<file path="config.mk">
export PLATFORM = sky130hd
export DESIGN_NAME = fetch_queue
export DESIGN_NICKNAME = d
export VERILOG_FILES = /design/src/rtl/fetch_queue.sv
export SDC_FILE = /design/constraint.sdc
export NUM_CORES = 1
export LEC_CHECK = 0
export CORE_MARGIN = 4
export CORE_UTILIZATION = 30
export DETAILED_ROUTE_END_ITERATION = 8
export SLEW_MARGIN = 20
export SYNTH_ARGS = -nofsm -noshare
export SYNTH_HDL_FRONTEND = slang
export SYNTH_SLANG_ARGS = --single-unit
export TNS_END_PERCENT = 100
</file>
<file path="constraint.sdc">
create_clock -name clk -period 6.12 [get_ports clk]
set_input_delay 1.224 -clock clk [delete_from_list [all_inputs] [get_ports clk]]
set_output_delay 1.224 -clock clk [all_outputs]
set_load 0.005 [all_outputs]
</file>
<file path="src/rtl/fetch_queue.sv">
// Dual-issue instruction fetch queue: fetches two words per cycle into a circular
// buffer of {PC, instruction} entries and presents the two oldest to decode.
module fetch_queue #(
  parameter int                 D_WIDTH  = 32,
  parameter int                 DEPTH    = 8,
  parameter logic [D_WIDTH-1:0] RESET_PC = '0
) (
  input  logic                       clk,
  input  logic                       rst_n,
  input  logic                       i_Redirect,
  input  logic [D_WIDTH-1:0]         i_RedirectPC,
  output logic [D_WIDTH-1:0]         o_FetchPC,
  input  logic [D_WIDTH-1:0]         i_Instruction1,
  input  logic [D_WIDTH-1:0]         i_Instruction2,
  input  logic                       i_Deq1,
  input  logic                       i_Deq2,
  output logic [D_WIDTH-1:0]         o_PC1,
  output logic [D_WIDTH-1:0]         o_Instruction1,
  output logic [D_WIDTH-1:0]         o_PC2,
  output logic [D_WIDTH-1:0]         o_Instruction2,
  output logic                       o_Valid1,
  output logic                       o_Valid2,
  output logic [$clog2(DEPTH):0]     o_Count
);

  localparam int AW = $clog2(DEPTH);
  localparam int CW = AW + 1;

  logic [AW-1:0]      rptr_reg, wptr_reg;
  logic [AW-1:0]      rptr_plus1, wptr_plus1;
  logic [CW-1:0]      count_reg, count_next;
  logic [D_WIDTH-1:0] pc_reg, pc_next;
  logic [D_WIDTH-1:0] pc_mem    [DEPTH];
  logic [D_WIDTH-1:0] instr_mem [DEPTH];
  logic               enq;
  logic [1:0]         deq_amt;
  logic               valid1, valid2;

  assign rptr_plus1 = rptr_reg + AW'(1);
  assign wptr_plus1 = wptr_reg + AW'(1);
  assign valid1     = (count_reg >= CW'(1));
  assign valid2     = (count_reg >= CW'(2));

  // Enqueue decision uses start-of-cycle occupancy only, so a same-cycle
  // dequeue never opens room for a fetch.
  always_comb begin
    enq        = 1'b0;
    deq_amt    = 2'd0;
    count_next = count_reg;
    pc_next    = pc_reg;
    if (i_Redirect) begin
      count_next = '0;
      pc_next    = {i_RedirectPC[D_WIDTH-1:2], 2'b00};
    end else begin
      enq = (count_reg <= CW'(DEPTH - 2));
      if (i_Deq1 && i_Deq2 && valid2)
        deq_amt = 2'd2;
      else if (i_Deq1 && valid1)
        deq_amt = 2'd1;
      count_next = count_reg + (enq ? CW'(2) : CW'(0)) - CW'(deq_amt);
      if (enq)
        pc_next = pc_reg + D_WIDTH'(8);
    end
  end

  always_ff @(posedge clk or negedge rst_n) begin
    if (!rst_n) begin
      pc_reg    <= RESET_PC;
      rptr_reg  <= '0;
      wptr_reg  <= '0;
      count_reg <= '0;
    end else begin
      pc_reg    <= pc_next;
      count_reg <= count_next;
      if (i_Redirect) begin
        rptr_reg <= '0;
        wptr_reg <= '0;
      end else begin
        rptr_reg <= rptr_reg + AW'(deq_amt);
        if (enq)
          wptr_reg <= wptr_reg + AW'(2);
      end
    end
  end

  always_ff @(posedge clk or negedge rst_n) begin
    if (!rst_n) begin
      for (int i = 0; i < DEPTH; i++) begin
        pc_mem[i]    <= '0;
        instr_mem[i] <= '0;
      end
    end else if (enq) begin
      pc_mem[wptr_reg]      <= pc_reg;
      instr_mem[wptr_reg]   <= i_Instruction1;
      pc_mem[wptr_plus1]    <= pc_reg + D_WIDTH'(4);
      instr_mem[wptr_plus1] <= i_Instruction2;
    end
  end

  assign o_FetchPC      = pc_reg;
  assign o_Count        = count_reg;
  assign o_Valid1       = valid1;
  assign o_Valid2       = valid2;
  assign o_PC1          = valid1 ? pc_mem[rptr_reg]      : '0;
  assign o_Instruction1 = valid1 ? instr_mem[rptr_reg]   : '0;
  assign o_PC2          = valid2 ? pc_mem[rptr_plus1]    : '0;
  assign o_Instruction2 = valid2 ? instr_mem[rptr_plus1] : '0;

endmodule

</file>
==> Table 3: Implementation characteristics <==
Physical design parameters

Parameter                              Value

Global route
  Maximum number of pins on one net before global-route repair .................. 137
  Global-route wire length before repair .................. ~140,000 µm

Yosys
  Library cell with the largest summed area after synthesis .................. dfrtp_1
  Fa+ha+maj area frac .................. 0.924%
  Synth Instances .................. 2,456
  Summed standard-cell area reported by yosys .................. 29,500 µm²
  Cell total in the yosys stat output .................. around 2,500
  Async set-reset flop share out of synthesis .................. 100%
  Number of warnings issued by yosys .................. 0
  Dominant register cell in the synthesized netlist .................. dfrtp_1
  Synth flops .................. 542
  Synth area leaders .................. dfrtp_1, mux4_2, mux2_2
  Top comb family, area .................. multiplexers

Placed design
  Placer Congestion .................. between 0.7 and 0.8
  Port Buf Inserts .................. 262
  HPWL after detailed placement .................. 54,500 µm
  Place WS .................. between 1500 and 2000 ps
  Dpl cell area .................. 33,200 µm²

Pwr
  Sw Ratio .................. 34.8%
  Seq power .................. 6.24 mW

Hold path
  Critical hold path startpoint .................. instr_mem[139]
  WHS Endpoint .................. instr_mem[139]

Routing
  Initial drt markers .................. around 1,600
  Met2 wire len .................. 43,000 µm
  Detailed-route vias per instance .................. about 5.3

Layout
  Most frequently placed logic cells in the final layout .................. dfrtp_1, nand2_1, mux2_2
  Non-Filler Cell Area, Final .................. 35,500 µm²
  Total number of sequential cells .................. 542
  Area growth, synth to finish .................. 20.2%
  Clock buffers .................. 98
  Fraction of standard cell area in multi-input logic .................. a little over two fifths
  Antenna cell count .................. 0
  Final Util .................. 36.5%
  Non-clk invs .................. 18
  Layout cells sized above 1 .................. between 20% and 30%
  Max FFs per register .................. 256

Floorplan
  Chip width .................. 322 µm
  Area of the die .................. 103,000 µm²
  Well-Tap Cells .................. 1,276
  Pre-Place Util .................. 30.4%
  Count of boundary I/O pins .................. between 200 and 300

Worst setup path
  Series of cell instances along the critical path .................. ha_4 -> buf_4 -> mux4_2 -> nand2_1 -> a21oi_1 -> clkdlybuf4s50_1
  CP Data Arrival Time .................. 3870 ps
  CP Data Required Time .................. slightly below 5000 ps
  CP max stage cell .................. ha_4
  Family of cells with the greatest summed delay on the critical path .................. buffers and inverters
  Worst flop-to-flop path startpoint .................. o_Count[3]
  Critical path start-end classification .................. register to output pin
  Sort of element at the start of the critical path .................. register
  Critical Path End Type .................. output pin
  Largest driver fanout on the critical path .................. approximately 45

Job
  Number of logged tool warnings .................. 47

Final timing
  Final Max-Slew Violation Tally .................. 0
  Setup total negative slack .................. 0 ps
  Post-layout min period .................. between 5000 and 6000 ps
  Smallest hold slack .................. 494 ps

CTS
  Setup Buffers After CTS .................. 0
  Reg clk slew, reported paths .................. 60 ps
  Root cell of the clock tree .................. clkbuf_16
  Resized cells post-CTS .................. 0

Status
  Outcome .................. completed
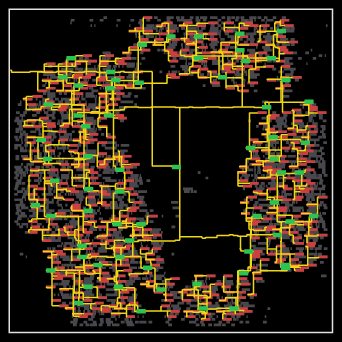
(images/clock_wires.png)
Scale: 1 px per µm.
[red] flip-flops | count: 542
[yellow] clock wires | length: 8,080 µm
[green] clock-net drivers | count: 67
routed clock nets	68
clk_lat worst skew: 620 ps
power in the clock group: 4.13 mW
Clk pwr share: 23.2%

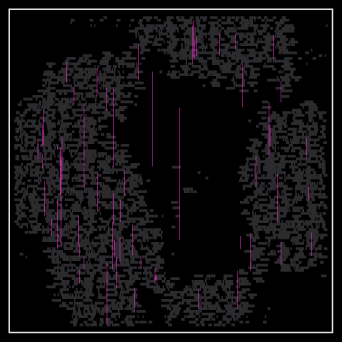
(images/m4.png)
Scale: 1 px per µm. Cells faint in the background.
longest straight run	133 µm
main direction	vertical
wire length on this layer	1,910 µm
nets with wire on the layer	33
share of all routed wire	2.1%
WL final: 89,700 µm
count of vias placed by the detailed router: 20,744

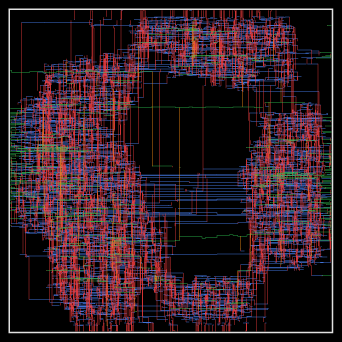
(images/layers.png)
Scale: 1 px per µm.
color	layer	wire length
green	M3	5,160 µm
blue	M1	39.6 mm
orange	M4	1,910 µm
red	M2	43.0 mm
routed wire length per instance: 22.8 µm
Total Routing Usage GR: 17.4%

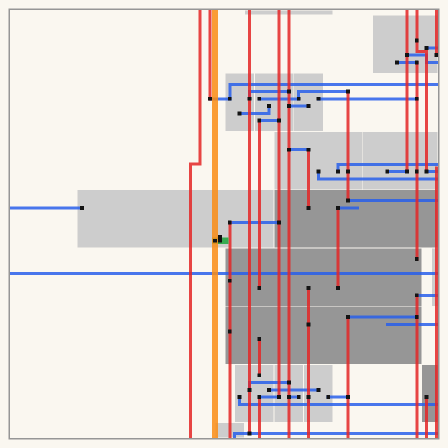
(images/closeup.png)
Window x 231 to 251, y 70 to 90 µm. Cells in gray, sequential cells in the stronger gray; small squares are vias.
color	layer
orange	M4
green	M3
blue	M1
red	M2
netlist names of flops here include	`instr_mem` (3)
cells with their middle in the window	11
sequential cells in the window	3
most frequent	nand2_1 (4), dfrtp_1 (3), o21ai_0 (2)

Power and IR drop assume default switching activity.
